File: config.mk
export PLATFORM = sky130hd
export DESIGN_NAME = dpwm_ramp_gen_flat
export DESIGN_NICKNAME = d
export VERILOG_FILES = /design/src/rtl/dpwm_ramp_gen_pkg.sv /design/src/rtl/dpwm_ramp_gen_if.sv /design/src/rtl/dpwm_ramp_gen_mod_add.sv /design/src/rtl/dpwm_ramp_gen.sv /design/src/flat_wrapper.sv
export SDC_FILE = /design/constraint.sdc
export NUM_CORES = 1
export LEC_CHECK = 0
export CAP_MARGIN = 20
export CORE_AREA = 4 4 110 70
export DETAILED_ROUTE_END_ITERATION = 7
export DIE_AREA = 0 0 114 74
export PLACE_DENSITY = 0.82
export SYNTH_ARGS = -nofsm -noshare
export SYNTH_HDL_FRONTEND = slang
export SYNTH_SLANG_ARGS = --single-unit
File: constraint.sdc
create_clock -name i_clk -period 7.9 [get_ports i_clk]
set_input_delay 1.58 -clock i_clk [delete_from_list [all_inputs] [get_ports i_clk]]
set_output_delay 1.58 -clock i_clk [all_outputs]
set_load 0.01 [all_outputs]
File: src/rtl/dpwm_ramp_gen_pkg.sv
// Shared types and constants for the DPWM carrier ramp generator.
package ramp_pkg;

    localparam int unsigned RAMP_W = 11;

    typedef logic [RAMP_W-1:0] ramp_t;

    localparam ramp_t PERIOD_MIN          = ramp_t'(2);
    localparam ramp_t RAMP_PERIOD_DEFAULT = ramp_t'(1000);

    // Periods below PERIOD_MIN would leave no room for a ramp.
    function automatic ramp_t clamp_period(input ramp_t p);
        return (p < PERIOD_MIN) ? PERIOD_MIN : p;
    endfunction

endpackage

File: src/rtl/dpwm_ramp_gen_if.sv
// Control/carrier bundle between the ramp generator and its controller/comparators.
interface dpwm_ramp_gen_if;
    import ramp_pkg::*;

    logic  en;
    ramp_t period;
    ramp_t shift;
    logic  shift_en;
    logic  sync_in;
    ramp_t ramp_ref;
    ramp_t ramp_ref_s;
    logic  shflag;
    logic  sync_out;

    modport master (
        output en, period, shift, shift_en, sync_in,
        input  ramp_ref, ramp_ref_s, shflag, sync_out
    );

    modport slave (
        input  en, period, shift, shift_en, sync_in,
        output ramp_ref, ramp_ref_s, shflag, sync_out
    );

endinterface

File: src/rtl/dpwm_ramp_gen_mod_add.sv
// Combinational (a + b) mod m, valid only when both a and b are below m.
module ramp_mod_add
    import ramp_pkg::*;
(
    input  ramp_t i_a,
    input  ramp_t i_b,
    input  ramp_t i_mod,
    output ramp_t o_sum
);

    logic [RAMP_W:0] w_sum;
    logic [RAMP_W:0] w_wrapped;

    // Operands below the modulus keep the sum under 2*m, so one subtraction suffices.
    always_comb begin
        w_sum     = {1'b0, i_a} + {1'b0, i_b};
        w_wrapped = w_sum - {1'b0, i_mod};
        o_sum     = (w_sum >= {1'b0, i_mod}) ? w_wrapped[RAMP_W-1:0] : w_sum[RAMP_W-1:0];
    end

endmodule

File: src/rtl/dpwm_ramp_gen.sv
// Sawtooth carrier with shadowed period/shift, phase-shifted copy and period-start sync pulse.
module dpwm_ramp_gen
    import ramp_pkg::*;
#(
    parameter ramp_t PERIOD_DEFAULT = RAMP_PERIOD_DEFAULT
) (
    input  logic           i_clk,
    input  logic           i_rst,
    dpwm_ramp_gen_if.slave bus
);

    ramp_t r_cnt;
    ramp_t r_period_act;
    ramp_t r_shift_act;
    logic  r_shflag;
    ramp_t r_ramp_ref_s;
    logic  r_sync_out;

    logic  w_boundary;
    ramp_t w_period_new;
    ramp_t w_shift_new;
    ramp_t w_cnt_next;
    ramp_t w_period_next;
    ramp_t w_shift_next;
    logic  w_shflag_next;
    ramp_t w_ramp_s_next;

    // sync_in overrides en so an external resync always restarts with fresh shadows.
    always_comb begin
        w_boundary    = (bus.en && (r_cnt == r_period_act - 1'b1)) || bus.sync_in;
        w_period_new  = clamp_period(bus.period);
        w_shift_new   = (bus.shift < w_period_new) ? bus.shift : '0;
        w_cnt_next    = r_cnt;
        w_period_next = r_period_act;
        w_shift_next  = r_shift_act;
        w_shflag_next = r_shflag;
        if (w_boundary) begin
            w_cnt_next    = '0;
            w_period_next = w_period_new;
            w_shift_next  = w_shift_new;
            w_shflag_next = bus.shift_en;
        end else if (bus.en) begin
            w_cnt_next = r_cnt + 1'b1;
        end
    end

    // Shifted ramp is built from next-state values so both ramps move on the same edge.
    ramp_mod_add u_mod_add (
        .i_a   (w_cnt_next),
        .i_b   (w_shift_next),
        .i_mod (w_period_next),
        .o_sum (w_ramp_s_next)
    );

    always_ff @(posedge i_clk or posedge i_rst) begin
        if (i_rst) begin
            r_cnt        <= '0;
            r_period_act <= PERIOD_DEFAULT;
            r_shift_act  <= '0;
            r_shflag     <= 1'b0;
            r_ramp_ref_s <= '0;
            r_sync_out   <= 1'b0;
        end else begin
            r_cnt        <= w_cnt_next;
            r_period_act <= w_period_next;
            r_shift_act  <= w_shift_next;
            r_shflag     <= w_shflag_next;
            r_ramp_ref_s <= w_ramp_s_next;
            r_sync_out   <= w_boundary;
        end
    end

    assign bus.ramp_ref   = r_cnt;
    assign bus.ramp_ref_s = r_ramp_ref_s;
    assign bus.shflag     = r_shflag;
    assign bus.sync_out   = r_sync_out;

endmodule

File: src/flat_wrapper.sv
// flat-port wrapper written by rule: the top's interface ports become plain ports
module dpwm_ramp_gen_flat import ramp_pkg::*;
#(
    parameter ramp_t PERIOD_DEFAULT = RAMP_PERIOD_DEFAULT
)
  (i_clk, i_rst, bus_en, bus_period, bus_shift, bus_shift_en, bus_sync_in, bus_ramp_ref, bus_ramp_ref_s, bus_shflag, bus_sync_out);
  dpwm_ramp_gen_if bus_i ();
  input  logic i_clk;
  input  logic i_rst;
  input wire logic [$bits(bus_i.en)-1:0] bus_en;
  input wire logic [$bits(bus_i.period)-1:0] bus_period;
  input wire logic [$bits(bus_i.shift)-1:0] bus_shift;
  input wire logic [$bits(bus_i.shift_en)-1:0] bus_shift_en;
  input wire logic [$bits(bus_i.sync_in)-1:0] bus_sync_in;
  output wire logic [$bits(bus_i.ramp_ref)-1:0] bus_ramp_ref;
  output wire logic [$bits(bus_i.ramp_ref_s)-1:0] bus_ramp_ref_s;
  output wire logic [$bits(bus_i.shflag)-1:0] bus_shflag;
  output wire logic [$bits(bus_i.sync_out)-1:0] bus_sync_out;
  assign bus_i.en = bus_en;
  assign bus_i.period = bus_period;
  assign bus_i.shift = bus_shift;
  assign bus_i.shift_en = bus_shift_en;
  assign bus_i.sync_in = bus_sync_in;
  assign bus_ramp_ref = bus_i.ramp_ref;
  assign bus_ramp_ref_s = bus_i.ramp_ref_s;
  assign bus_shflag = bus_i.shflag;
  assign bus_sync_out = bus_i.sync_out;
  dpwm_ramp_gen #(.PERIOD_DEFAULT(PERIOD_DEFAULT)) u_core (.i_clk(i_clk), .i_rst(i_rst), .bus(bus_i));
endmodule
logic_types.png
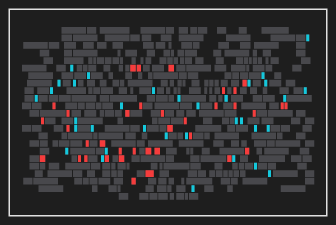
Key: inv cells = cyan [cells 34]; nand cells = red [cells 36]

layer_met1.png
Supply wires on this layer in gray.
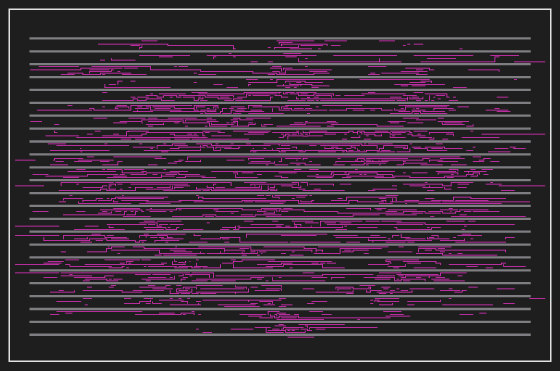
The longest straight run is 57.5 µm. The layer carries 4,510 µm of wire. 454 nets have wire on it.

## kinds of logic (layout without fill, tap and decap cells)
| kind of cell | after synthesis | count (layout) | share of synthesized area |
|---|---|---|---|
| buffers and inverters | 43 | 96 | 0.0582 |
| AOI/OAI and AO/OA | 68 | 68 | 0.130 |
| adders and majority gates | 36 | 36 | 0.127 |
| xor gates and xnor gates | 37 | 37 | 0.0887 |
| muxes | 45 | 45 | 0.130 |
| DFF | 46 | 46 | 0.317 |
| and+or+nand+nor | 104 | 104 | 0.149 |
## metal layers
metal / vias to the layer above / share of wire
li1: 1461 / -
met1: 1473 / 0.48
met2: 118 / 0.43
met3: 8 / 0.085
met4: 0 / 0.0087
met5: - / 0
## state kept, by name, indices dropped and copies added, names as in the netlist
name	cells
u_core.bus.ramp_ref	11
u_core.bus.ramp_ref_s	11
u_core.bus.shflag	1
u_core.bus.sync_out	1
u_core.r_period_act	11
u_core.r_shift_act	11
## final cells by class
| class | instances | area (µm²) | share of cell area |
|---|---|---|---|
| clock buffers | 5 | 125 | 0.0282 |
| clock inverters | 3 | 45.0 | 0.0102 |
| inverters | 34 | 128 | 0.0288 |
| multi-input cells | 290 | 2310 | 0.522 |
| flip-flops and latches | 46 | 1160 | 0.262 |
| well taps | 87 | 109 | 0.0246 |
| repair buffers | 54 | 551 | 0.124 |
## final timing paths
| kind | depth (start not counted) | slack (ns) | to | startpoint |
|---|---|---|---|---|
| min | 1 | 0.52 | u_core.bus.shflag$_DFFE_PP0N_ | u_core.bus.shflag$_DFFE_PP0N_ |
| max in group asynchronous | 3 | 5.67 | u_core.r_period_act[5]$_DFF_PP1_ | i_rst |
| max | 27 | 0.42 | u_core.bus.ramp_ref_s[2]$_DFF_PP0_ | bus_period[10] |
| max reg2reg | 21 | 1.26 | u_core.bus.ramp_ref_s[2]$_DFF_PP0_ | u_core.r_period_act[1]$_DFF_PP0_ |
| min reg2reg | 1 | 0.52 | u_core.bus.shflag$_DFFE_PP0N_ | u_core.bus.shflag$_DFFE_PP0N_ |
| min in group asynchronous | 2 | 1.65 | u_core.bus.ramp_ref_s[9]$_DFF_PP0_ | i_rst |
## layout by cell type, fill, tap and decap left out, types with 3 or more instances in the layout
cell type / n
a211oi_1: 7
a21o_1: 6
a21oi_1: 14
and2_1: 12
and3_1: 4
buf_4: 3
clkbuf_16: 5
clkdlybuf4s50_1: 50
dfrtp_1: 40
dfstp_2: 6
ha_1: 34
inv_1: 33
mux2_2: 20
mux2i_1: 25
nand2_1: 20
nand3_1: 7
nand4_1: 7
nor2_1: 22
nor2b_1: 5
nor3_1: 9
nor4_1: 3
o21a_1: 8
o21ai_0: 9
o31a_1: 3
or3_1: 3
xnor2_1: 24
xor2_1: 13
## power by group through the flow
| stage | combinational [mW] | clock [mW] | sequential, mW |
|---|---|---|---|
| after detailed placement | 0.341 | 0 | 0.303 |
| after CTS | 0.344 | 0.253 | 0.298 |
| final | 0.349 | 0.250 | 0.298 |
| after global routing | 0.383 | 0.262 | 0.302 |
| after floorplan | 0.207 | 0 | 0.311 |
| after global placement | 0.331 | 0 | 0.302 |
==> notes.md <==
Reports from this run.

- On met3, the global router reports a usage of 0.0528.
- The proportion of power drawn by combinational gates reads 0.389.
- The number of setup buffers added after CTS is 0.
- The headroom to the max-slew limit reads 0.549.
- The library cell occupying the most area in the post-synthesis netlist reads dfrtp_1.
- For met2 alone, demand over resource in global routing was 0.357.
- The initial antenna violation count is 0.
- The number of enable flip-flop cells reads 0.
- The power spent charging and discharging nets reads approximately 0.29 mW.
- The ratio of routed vias to standard cells reads around 6.
- The global-route usage over all layers reads 0.236.
- The H-tree was split into 2 levels.
- Setup repair after global routing left no endpoint under its margin.
- The met1 routing resource usage after global routing reads 0.343.
- The sequential element share of the synthesized area reads 0.317.
- The element type at the critical path end reads a flop.
- The synthesis run shows the most used standard cells to be 40 x dfrtp_1, 34 x ha_1, 34 x inv_1.
- The minimum setup slack after placement is about 0.039 ns.
- Compared with the post-synthesis result, the final layout area differs by 21.2%.
- The share of Yosys cell area claimed by the top area cell type is 0.274.
- The slew at the pin with the worst max-slew slack reads 0.671 ns.
- The wire length of the first global-routing pass is approximately 15,000 µm.
- The placement-stage cell area reads 0.00421 mm².
- The final hold violation count recorded for this run is 0.
- The report shows a maximum critical-path fanout of 10.
- The number of endpoints failing setup at the final stage reads 0.
- The launching element type of the critical path reads an input port.
- The slowest cell on the critical path is clkdlybuf4s50_1.
- The buffer depth of the longest clock path is 2.
- The sequential cell fraction of total power reads 0.332.
- The flow ran to the end, and the final reports show no timing, DRC or antenna violations.
- The first-pass iteration count of the detailed router reads 4.
- The final cell utilization of the core reads 0.669.
- The largest net degree at the start of global routing reads roughly 47.
- The critical path arrival reads 7.66 ns.
- The total length of routed wires reads ~9400 µm.
- The post-synthesis cell area reads around 0.0037 mm².
- Per the post-synthesis report, the nets total 442.
- The final total power is approximately 0.9 mW.
- The number of clock sinks seen by CTS is 46.
- For this block, the initial DRC count from the detailed router was between 150 and 200.
- The floorplan has 23 rows.
- OpenROAD emitted warnings numbering 26.
- The most congested layer reported by global routing is met2.
- After floorplanning, the core was sized to cover 0.00662 mm².
- Counting flops and latches in the post-synthesis netlist gives 46.
- In the post-synthesis netlist, the biggest area contributors are dfrtp_1 27%, ha_1 12%, mux2i_1 6.8%.
- The number of global-route vias before repair reads ~3,100.
- The last weighted congestion value of the routability-driven placer is 0.896.
- The count of cells in the finished layout, fillers not included, comes to between 500 and 600.
- The number of instances resized during post-cts repair is 0.
- The synthesis report names the predominant flop master as dfrtp_1.
- The peak ir drop on the vdd network is around 0.15 mV.
- The delay of the slowest cell on the worst path is 0.49 ns.
- TritonRoute output was used to compute an average wire per cell of between 15 and 20 µm.
- The yosys warning tally is 0.
- The critical path data required time reads between 8 and 9 ns.
- STA reports the tightest min-delay check as being of type reg2reg.
- The share of flip-flops with an asynchronous set or reset after synthesis reads 1.00.
- The antenna violation net count after detailed routing is 0.
- The gate count of the mapped netlist is approximately 380.
- For reference, the clock transition at the flip-flops on the worst setup and hold paths is around 0.07 ns.
- The final timing report derives a shortest allowable period of around 7.5 ns.
- The post-layout net count reads 494.
- The script computed a power per unit cell area of about 200 mW/mm².
- Per the placement report, the placed cell count is between 500 and 600.
- The total overflow reported by the global router reads 0.
- TritonCTS built the clock tree.
- The number of inserted filler cells in the final layout reads between 500 and 600.
- The final setup TNS reads 0 ns.
- The number of input and output port buffers inserted is approximately 50.
- The post-route clock period utilization reads 0.947.
- The most numerous cell in the Yosys netlist is dfrtp_1.
- The starting utilization of the core area is 0.552.
- The per-instance average area after synthesis reads between 9 and 10 µm².
- The clock root buffer reads clkbuf_16.
- The total cells reported by yosys after synthesis is approximately 380.
- Timing would allow up to roughly 130 MHz.
- The fraction of final layout cells with drive strength greater than 1 is 0.104.
- The final max-slew violation count reads 0.
- The number of buffers inserted for hold repair after clock tree synthesis reads 0.
- Counting both buffers and inverters, the worst setup path holds a total of 4.
- The HPWL after detailed placement is roughly 7300 µm.
- The via total after detailed routing is approximately 3,000.
- The worst setup margin is 0.422 ns.
- The clock tree skew after final layout reads a little under 0.008 ns.
- The die boundary width is between 100 and 150 µm.
- The critical path class reads in2reg.
- After floorplanning, the die was sized to cover about 0.0084 mm².
- The cell type group with the largest total delay on the critical path is AND-OR/OR-AND gates.
- The post-detailed-route DRC marker count reads 0.
- The share of total power dissipated in the clock network is 0.279.
- The area recorded from the Yosys report for this design is between 0.003 and 0.004 mm².
- For the worst-skew pair, the clock arrives at the later sink with an insertion delay of around 0.30 ns.
- The number of antenna repair diodes is 0.
- Switching power as a fraction of the total was reported as 0.328.
- According to the floorplan report, the die height is between 70 and 80 µm.
- CTS added clock buffers totalling 5.
- The number of max-cap violations is 0.
- Hold is met by between 0.5 and 0.6 ns.
- Summed over all cells, the static leakage comes to roughly 2 nW.
- Counting distinct cell types in the post-synthesis netlist gives around 54.
- The total internal power is 0.603 mW.
- The top-level port count is between 50 and 60.
- The final design instance area without fill is about 0.0044 mm².
Power is estimated from default activity; no workload was simulated.
